Design unidad_carga_almacenamiento, sky130hd; sources not shown.
**Metal 2**

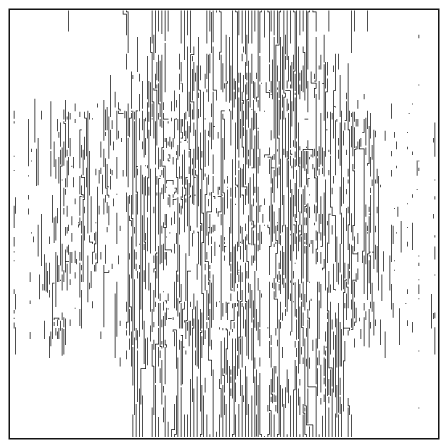
share of all routed wire: 48%
wire length on this layer: 9010 um
nets with wire on the layer: 786
longest straight run: 41.1 um
main direction: vertical
DR vias: 5647
M2 GR Usage: 38.82%
Post-Route WL: 18630 um

**Local utilization**

Scale bar: 20 um. 12 x 12 tiles, from dark blue (low) to red (high), 0 to 100% covered.
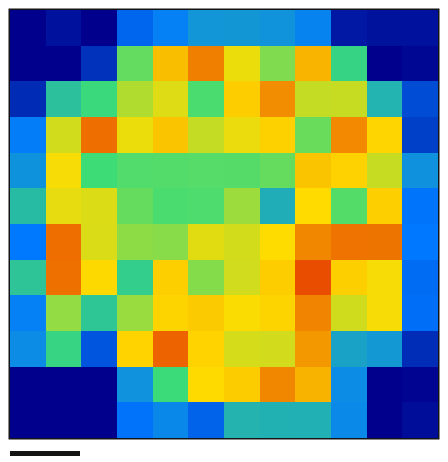
fullest tile: 91%
nearly empty tiles: 10%
tiles over 75% full: 25%
mean over tiles: 49%
emptiest ninth of the die: lower left
FP Core Util: 45.55%
final design utilization: 60.77%
core region area: 0.01252 mm^2

==> run_results.csv <==
group,metric,value,unit
sta,skew,7.051,ps
worst_setup_path,timing.critical_path.mode_cell,"buf_4",
worst_setup_path,crit_family,"buffers and inverters",
clock_network,cts_buffers,9,
synth,synth-xor-area-share,0,%
clock_network,hold_buffers,0,
final_layout,antenna_cells,0,
global_route,grtUsageTotal,24.03,%
synth,post_synth_num_cell_types,46,
sta,worst_pin_slew,1116,ps
worst_setup_path,worst-path-buf-inv,3,
synth,synthDominantCellAreaShare,38.97,%
worst_hold_path,whs_path_depth,2,
placement,dp_hpwl,13540,um
synth,synth_area_per_cell,8.336,um^2
synth,synth-compound-area-share,27.36,%
drt,top_layer,"met4",
power,ir_worst_vdd,0.1987,mV
sta,relSlewSlack,25.63,%
worst_setup_path,crit_type,"in2reg",
global_route,grt_pass1_wl,28520,um
synth,yosys_warnings,0,
global_route,grt_pass1_vias,5310,
synth,ys_seq_share,38.97,%
global_route,grt_max_degree,112,
drt,drcViolationCount,0,
synth,async_reset_ff_share,0,%
final_layout,seq_share,29.23,%
floorplanning,taps,172,
final_layout,flop_area,0.002223,mm^2
final_layout,clkCellAreaFrac,3.619,%
worst_setup_path,cpPeakStageDelay,560,ps
clock_network,clockBufferDepth,2,
synth,adder_share,1.097,%
sta,fmax,327.1,MHz
floorplanning,num_io_pins,203,
worst_setup_path,startpoint_type,"input port",
worst_hold_path,min_path_type,"reg2reg",
drt,routedLengthMet1,7647,um
global_route,grtUsageMet1,32.04,%
clock_network,cts_setup_buffers,0,
status,status,"finished, final reports clean",
final_layout,buffers,179,
final_layout,syn_to_final_growth,33.40,%
worst_setup_path,worst_ep_arrival_time,3300,ps
drt,dr.pass1.iters,5,
floorplanning,num_rows,41,
clock_network,clkSinkCount,111,
clock_network,h-tree-depth,3,
drt,via_per_inst,5.710,
worst_setup_path,end_kind,"flip-flop",
final_layout,drive_above_1_share,5.386,%
synth,ys_ff,111,
sta,finalSetupTns,0,ps
clock_network,cts-root-buf,"clkbuf_16",
worst_setup_path,cp_slowest_cell,"clkdlybuf4s50_1",
synth,flop_cell,"dfxtp_1",
clock_network,cts_tree,"built",
==> per-stage QoR <==
step           setup slack [ps]  instance area [um^2]  cells  hold slack (ps)  power [mW]
6_report                   2243                  7606    989            458.5       3.210
5_1_grt                    2043                  7606    989            470.3       3.389
4_1_cts                    2245                  7594    989            456.4       3.211
3_5_place_dp               1933                  7318    973            446.3       2.571
3_3_place_gp               2033                  7313    973            441.6       2.523
2_1_floorplan              2975                  5799    710            436.2       2.070
==> power by group <==
group / internal (mW) / leakage, nW / switching (mW)
clock: 0.333 / 0.140 / 0.310
combinational: 0.545 / 1.62 / 0.834
sequential: 1.02 / 0.906 / 0.170
total: 1.90 / 2.66 / 1.31
Power figures rest on the tool's default switching activity, not on a simulated workload.
